Wiring by layer:
Drawn at 3 px/µm. Two of the layers only.
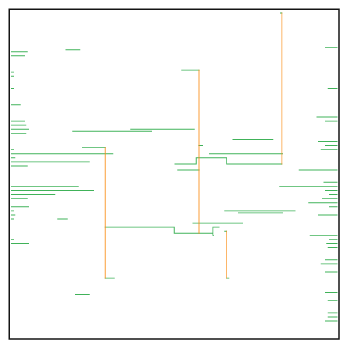
Congestion heat map:
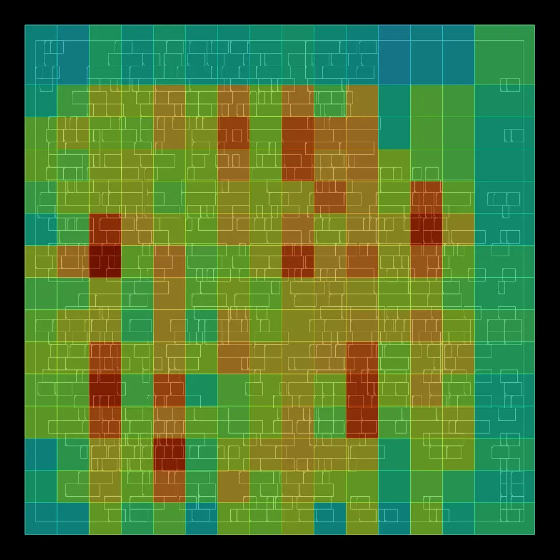
A small window of the routed layout:
Window x 40 to 70, y 62 to 92 µm. Cells in grey, sequential cells in the stronger grey; small squares are vias.
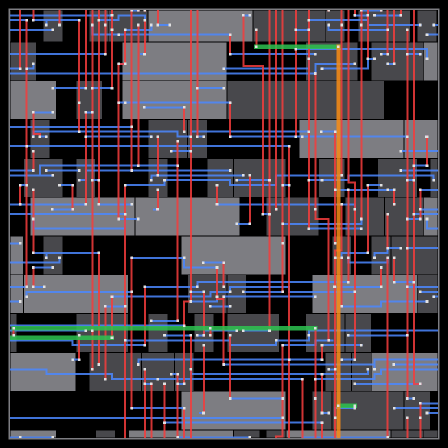
<file path="config.mk">
export PLATFORM = sky130hd
export DESIGN_NAME = xadc_frame_capture
export DESIGN_NICKNAME = d
export VERILOG_FILES = /design/src/rtl/xadc_capture_pkg.sv /design/src/rtl/xadc_drp_reader.sv /design/src/rtl/xadc_frame_capture.sv
export SDC_FILE = /design/constraint.sdc
export NUM_CORES = 1
export LEC_CHECK = 0
export CAP_MARGIN = 20
export CORE_MARGIN = 2
export CORE_UTILIZATION = 40
export DETAILED_ROUTE_END_ITERATION = 7
export GPL_TIMING_DRIVEN = 0
export MAX_ROUTING_LAYER = met4
export PLACE_DENSITY = 0.67
export SYNTH_ARGS = -nofsm -noshare
export SYNTH_HDL_FRONTEND = slang
export SYNTH_SLANG_ARGS = --single-unit
</file>
<file path="constraint.sdc">
create_clock -name clk -period 2.15 [get_ports clk]
set_clock_uncertainty 0.1 [all_clocks]
set_input_delay 0.3225 -clock clk [delete_from_list [all_inputs] [get_ports clk]]
set_output_delay 0.3225 -clock clk [all_outputs]
set_load 0.005 [all_outputs]
</file>
<file path="src/rtl/xadc_capture_pkg.sv">
// Shared constants, the DRP read FSM state type and a saturating-counter helper
// for the XADC frame capture engine.
package xadc_capture_pkg;

   localparam int unsigned DRP_ADDR_W  = 7;
   localparam int unsigned DRP_DATA_W  = 16;
   localparam int unsigned XADC_CODE_W = 12;
   localparam int unsigned CNT_W       = 16;

   // XADC status-register addresses of the auxiliary inputs in use
   localparam logic [DRP_ADDR_W-1:0] AUX4 = 7'h14;
   localparam logic [DRP_ADDR_W-1:0] AUX5 = 7'h15;

   typedef enum logic [1:0] {
      IDLE,
      REQ,
      WAIT
   } rd_state_e;

   // Increment that sticks at all-ones
   function automatic logic [CNT_W-1:0] sat_inc(input logic [CNT_W-1:0] v);
      return (v == '1) ? v : v + CNT_W'(1);
   endfunction

endpackage

</file>
<file path="src/rtl/xadc_drp_reader.sv">
// Single-read DRP master: one den pulse per start, then waits for drdy or times out.
// Ports:
//   clk, reset            clock, sync active-high reset
//   start, addr           request a read of addr (only honoured in IDLE)
//   done_c, data_c        drdy seen in WAIT this cycle; MSB-aligned sample
//   timeout_c             WAIT expired this cycle without drdy
//   drp_den, drp_daddr    DRP request (registered)
//   drp_drdy, drp_do      DRP response
module xadc_drp_reader
   import xadc_capture_pkg::*;
#(
   parameter int unsigned SAMPLE_W = XADC_CODE_W,
   parameter int unsigned TIMEOUT  = 64
) (
   input  logic                  clk,
   input  logic                  reset,
   input  logic                  start,
   input  logic [DRP_ADDR_W-1:0] addr,
   output logic                  done_c,
   output logic [SAMPLE_W-1:0]   data_c,
   output logic                  timeout_c,
   output logic                  drp_den,
   output logic [DRP_ADDR_W-1:0] drp_daddr,
   input  logic                  drp_drdy,
   input  logic [DRP_DATA_W-1:0] drp_do
);

   localparam int unsigned TMR_W = $clog2(TIMEOUT + 1);

   rd_state_e             state_q, state_d;
   logic [TMR_W-1:0]      tmr_q, tmr_d;
   logic                  den_q, den_d;
   logic [DRP_ADDR_W-1:0] daddr_q, daddr_d;
   logic                  unused_do;

   // Low data bits below the kept sample are intentionally discarded
   assign unused_do = ^{1'b0, drp_do};

   // Next state and handshake decode
   always_comb begin
      state_d   = state_q;
      tmr_d     = tmr_q;
      den_d     = 1'b0;
      daddr_d   = daddr_q;
      done_c    = 1'b0;
      timeout_c = 1'b0;
      data_c    = drp_do[DRP_DATA_W-1 -: SAMPLE_W];
      case (state_q)
         IDLE: begin
            if (start) begin
               state_d = REQ;
               den_d   = 1'b1;
               daddr_d = addr;
            end
         end
         REQ: begin
            state_d = WAIT;
            tmr_d   = TMR_W'(TIMEOUT - 1);
         end
         WAIT: begin
            // drdy on the final allowed cycle still counts as a good read
            if (drp_drdy) begin
               done_c  = 1'b1;
               state_d = IDLE;
            end else if (tmr_q == '0) begin
               timeout_c = 1'b1;
               state_d   = IDLE;
            end else begin
               tmr_d = tmr_q - TMR_W'(1);
            end
         end
         default: state_d = IDLE;
      endcase
   end

   // State register
   always_ff @(posedge clk) begin
      if (reset) begin
         state_q <= IDLE;
         tmr_q   <= '0;
         den_q   <= 1'b0;
         daddr_q <= '0;
      end else begin
         state_q <= state_d;
         tmr_q   <= tmr_d;
         den_q   <= den_d;
         daddr_q <= daddr_d;
      end
   end

   assign drp_den   = den_q;
   assign drp_daddr = daddr_q;

endmodule

</file>
<file path="src/rtl/xadc_frame_capture.sv">
// XADC DRP-side capture: reads the configured channels on each eoc and publishes
// one coherent frame per eos on a valid/ready stream.
// Optional averaging of 2**AVG_LOG2 complete frames: define XADC_CAPTURE_AVG_EN.
// Ports:
//   clk, reset                       clock, sync active-high reset
//   eoc_in, eos_in, channel_in       XADC status pins
//   drp_den/dwe/daddr/di/drdy/do     DRP port of the xadc_wiz instance
//   frame_valid/ready/data           frame stream, data[k] = channel index k
//   drop_count, incomplete_count     saturating telemetry counters
//   drp_timeout                      sticky DRP timeout flag
module xadc_frame_capture
   import xadc_capture_pkg::*;
#(
   parameter int unsigned                       NUM_CH   = 2,
   parameter logic [NUM_CH-1:0][DRP_ADDR_W-1:0] CH_ADDR  = {AUX5, AUX4},
   parameter int unsigned                       SAMPLE_W = XADC_CODE_W,
   parameter int unsigned                       TIMEOUT  = 64,
   parameter int unsigned                       AVG_LOG2 = 2
) (
   input  logic                         clk,
   input  logic                         reset,
   input  logic                         eoc_in,
   input  logic                         eos_in,
   input  logic [4:0]                   channel_in,
   output logic                         drp_den,
   output logic                         drp_dwe,
   output logic [DRP_ADDR_W-1:0]        drp_daddr,
   output logic [DRP_DATA_W-1:0]        drp_di,
   input  logic                         drp_drdy,
   input  logic [DRP_DATA_W-1:0]        drp_do,
   output logic                         frame_valid,
   input  logic                         frame_ready,
   output logic [NUM_CH*SAMPLE_W-1:0]   frame_data,
   output logic [CNT_W-1:0]             drop_count,
   output logic [CNT_W-1:0]             incomplete_count,
   output logic                         drp_timeout
);

   localparam int unsigned IDX_W = (NUM_CH > 1) ? $clog2(NUM_CH) : 1;

   typedef logic [NUM_CH-1:0][SAMPLE_W-1:0] frame_t;

   logic              pend_q, pend_d;
   logic [4:0]        ch_q, ch_d;
   logic              busy_q, busy_d;
   logic [IDX_W-1:0]  idx_q, idx_d;
   logic [NUM_CH-1:0] seen_q, seen_d, seen_nx;
   frame_t            shadow_q, shadow_nx;
   logic              valid_q, valid_d;
   frame_t            data_q, data_d;
   logic [CNT_W-1:0]  drop_q, drop_d;
   logic [CNT_W-1:0]  inc_q, inc_d;
   logic              tmo_q, tmo_d;

   logic              hit;
   logic [IDX_W-1:0]  hit_idx;
   logic              start;
   logic              rd_done, rd_timeout;
   logic [SAMPLE_W-1:0] rd_data;
   logic              complete;
   logic              publish;
   frame_t            cand;

   // Channel match, lowest index wins on duplicate addresses
   always_comb begin
      hit     = 1'b0;
      hit_idx = '0;
      for (int k = int'(NUM_CH) - 1; k >= 0; k--) begin
         if (ch_q == CH_ADDR[k][4:0]) begin
            hit     = 1'b1;
            hit_idx = IDX_W'(k);
         end
      end
   end

   assign start = pend_q && hit;

   // eoc is accepted only when no read is latched or in flight
   always_comb begin
      pend_d = eoc_in && !pend_q && !busy_q;
      ch_d   = pend_d ? channel_in : ch_q;
      idx_d  = start ? hit_idx : idx_q;
      busy_d = busy_q;
      if (start) begin
         busy_d = 1'b1;
      end else if (rd_done || rd_timeout) begin
         busy_d = 1'b0;
      end
   end

   xadc_drp_reader #(
      .SAMPLE_W (SAMPLE_W),
      .TIMEOUT  (TIMEOUT)
   ) u_reader (
      .clk       (clk),
      .reset     (reset),
      .start     (start),
      .addr      (CH_ADDR[hit_idx]),
      .done_c    (rd_done),
      .data_c    (rd_data),
      .timeout_c (rd_timeout),
      .drp_den   (drp_den),
      .drp_daddr (drp_daddr),
      .drp_drdy  (drp_drdy),
      .drp_do    (drp_do)
   );

   // Shadow/seen including a capture in this cycle, so eos can see it
   always_comb begin
      seen_nx   = seen_q;
      shadow_nx = shadow_q;
      if (rd_done) begin
         seen_nx[idx_q]   = 1'b1;
         shadow_nx[idx_q] = rd_data;
      end
      complete = eos_in && (&seen_nx);
      seen_d   = eos_in ? '0 : seen_nx;
   end

`ifdef XADC_CAPTURE_AVG_EN
   localparam int unsigned ACC_W = SAMPLE_W + AVG_LOG2;

   logic [NUM_CH-1:0][ACC_W-1:0] acc_q, acc_d, acc_sum;
   logic [AVG_LOG2-1:0]          avg_cnt_q, avg_cnt_d;

   // Accumulate complete frames; publish the truncated mean every 2**AVG_LOG2
   always_comb begin
      acc_d     = acc_q;
      avg_cnt_d = avg_cnt_q;
      publish   = 1'b0;
      cand      = shadow_nx;
      for (int k = 0; k < int'(NUM_CH); k++) begin
         acc_sum[k] = acc_q[k] + ACC_W'(shadow_nx[k]);
      end
      if (complete) begin
         if (avg_cnt_q == '1) begin
            publish   = 1'b1;
            acc_d     = '0;
            avg_cnt_d = '0;
            for (int k = 0; k < int'(NUM_CH); k++) begin
               cand[k] = SAMPLE_W'(acc_sum[k] >> AVG_LOG2);
            end
         end else begin
            acc_d     = acc_sum;
            avg_cnt_d = avg_cnt_q + AVG_LOG2'(1);
         end
      end
   end

   always_ff @(posedge clk) begin
      if (reset) begin
         acc_q     <= '0;
         avg_cnt_q <= '0;
      end else begin
         acc_q     <= acc_d;
         avg_cnt_q <= avg_cnt_d;
      end
   end
`else
   assign publish = complete;
   assign cand    = shadow_nx;
`endif

   // Output stream and telemetry
   always_comb begin
      valid_d = valid_q;
      data_d  = data_q;
      drop_d  = drop_q;
      inc_d   = inc_q;
      tmo_d   = tmo_q | rd_timeout;
      if (valid_q && frame_ready) begin
         valid_d = 1'b0;
      end
      if (publish) begin
         if (!valid_q || frame_ready) begin
            valid_d = 1'b1;
            data_d  = cand;
         end else begin
            drop_d = sat_inc(drop_q);
         end
      end
      if (eos_in && !(&seen_nx)) begin
         inc_d = sat_inc(inc_q);
      end
   end

   // State registers
   always_ff @(posedge clk) begin
      if (reset) begin
         pend_q   <= 1'b0;
         ch_q     <= '0;
         busy_q   <= 1'b0;
         idx_q    <= '0;
         seen_q   <= '0;
         shadow_q <= '0;
         valid_q  <= 1'b0;
         data_q   <= '0;
         drop_q   <= '0;
         inc_q    <= '0;
         tmo_q    <= 1'b0;
      end else begin
         pend_q   <= pend_d;
         ch_q     <= ch_d;
         busy_q   <= busy_d;
         idx_q    <= idx_d;
         seen_q   <= seen_d;
         shadow_q <= shadow_nx;
         valid_q  <= valid_d;
         data_q   <= data_d;
         drop_q   <= drop_d;
         inc_q    <= inc_d;
         tmo_q    <= tmo_d;
      end
   end

   assign drp_dwe          = 1'b0;
   assign drp_di           = '0;
   assign frame_valid      = valid_q;
   assign frame_data       = data_q;
   assign drop_count       = drop_q;
   assign incomplete_count = inc_q;
   assign drp_timeout      = tmo_q;

endmodule

</file>
==> run summary <==
Vias in the first global route: 3572
Final Power: 3.49 mW
Die W: 109 µm
Critical path class: in -> reg
Critical Path End Type: flop
Global route total overflow: 0
CTS buffer count: 9
H-tree lvl count: 3
Mean post-synth cell area: 9.29 µm²
RSZ-0062 raised after global routing: true
Syn Inst Count: 479
Max Root-Sink Buffers: 2
Status: complete, no violations
Yosys top cell by area: dfxtp_1
IO Pins: 110
DIE HEIGHT: 109 µm
Number of warnings in the stage logs: 32
Slew margin rel.: 60.7%
Post-DP HPWL: 7660 µm
Vias post-DR: 3737
Leakage: 2.14 nW
Initial antenna violation count: 0
Sw power: 791 µW
Notes on 'wiring by layer' above:
| layer | colour | wire length |
|---|---|---|
| met3 | green | 593 µm |
| met4 | orange | 164 µm |

Notes on 'congestion heat map' above:
met3 Usage GRT: 3.73%
utilization after layout: 53.7%
met1 usage: 23.8%
total track usage: 18.7%

Notes on 'a small window of the routed layout' above:
| layer | colour |
|---|---|
| met4 | orange |
| met3 | green |
| met1 | blue |
| met2 | red |
sequential cells in the window: 12
cells with their middle in the window: 57
netlist names of flops here include: shadow_q (8), frame_data (3)
most frequent: nor2_1 (13), dfxtp_1 (12), mux2i_1 (10)

worst max-delay path: stages:
cell and delay, ns:
clkdlybuf4s50_1 0.62, nand3b_1 0.27, nor2_2 0.26, nor4b_4 0.29
nand3_1 0.13, mux2_1 0.31
timing repair:
item	in CTS	in global routing
setup buffers	0	3
gates cloned	0	0
endpoints found under the setup margin	1	41
pin swaps	0	2
gates resized	1	13
how the worst max path moves through the flow:
stage | endpoint | slack, ns | cells past startpoint | from
floorplan | drop_count[11] | 0.30 | 6 | u_reader.state_q[0]
global placement | drop_count[10] | -0.41 | 6 | eos_in
detailed placement | drop_count[10] | -0.40 | 6 | eos_in
CTS | frame_data[0] | 0.006 | 7 | u_reader.state_q[1]
global route | drop_count[2] | -0.05 | 6 | drop_count[8]
finish | drop_count[10] | 0.11 | 6 | eos_in
cell type report:
class                      instances  area share [%]
buffer                            47            4.82
multi-input combinational        343            37.6
clock inverter                     5            1.48
tap                              140            3.01
timing repair buffer              86            14.7
sequential                       104            35.8
inverter                           5           0.323
clock buffer                      11            2.26
per-layer routing:
metal	track usage [%]	vias up	share of wire (%)
li1	-	1882	-
met1	23.8	1752	45
met2	29.1	92	48
met3	3.73	11	5.6
met4	7.96	0	1.5
met5	-	-	0
cells by family (layout without fill, tap and decap cells):
logic type / Yosys count / after routing / synth area share [%]
simple gates: 196 / 196 / 22.5
flops: 104 / 104 / 46.8
compound gates: 64 / 64 / 10.3
buf+inv: 52 / 154 / 6.64
mux: 37 / 37 / 8.44
xor+xnor: 21 / 21 / 4.14
fa+ha+maj: 4 / 4 / 1.13
other cells: 1 / 21 / 0.0843
Power figures rest on the tool's default switching activity, not on a simulated workload.
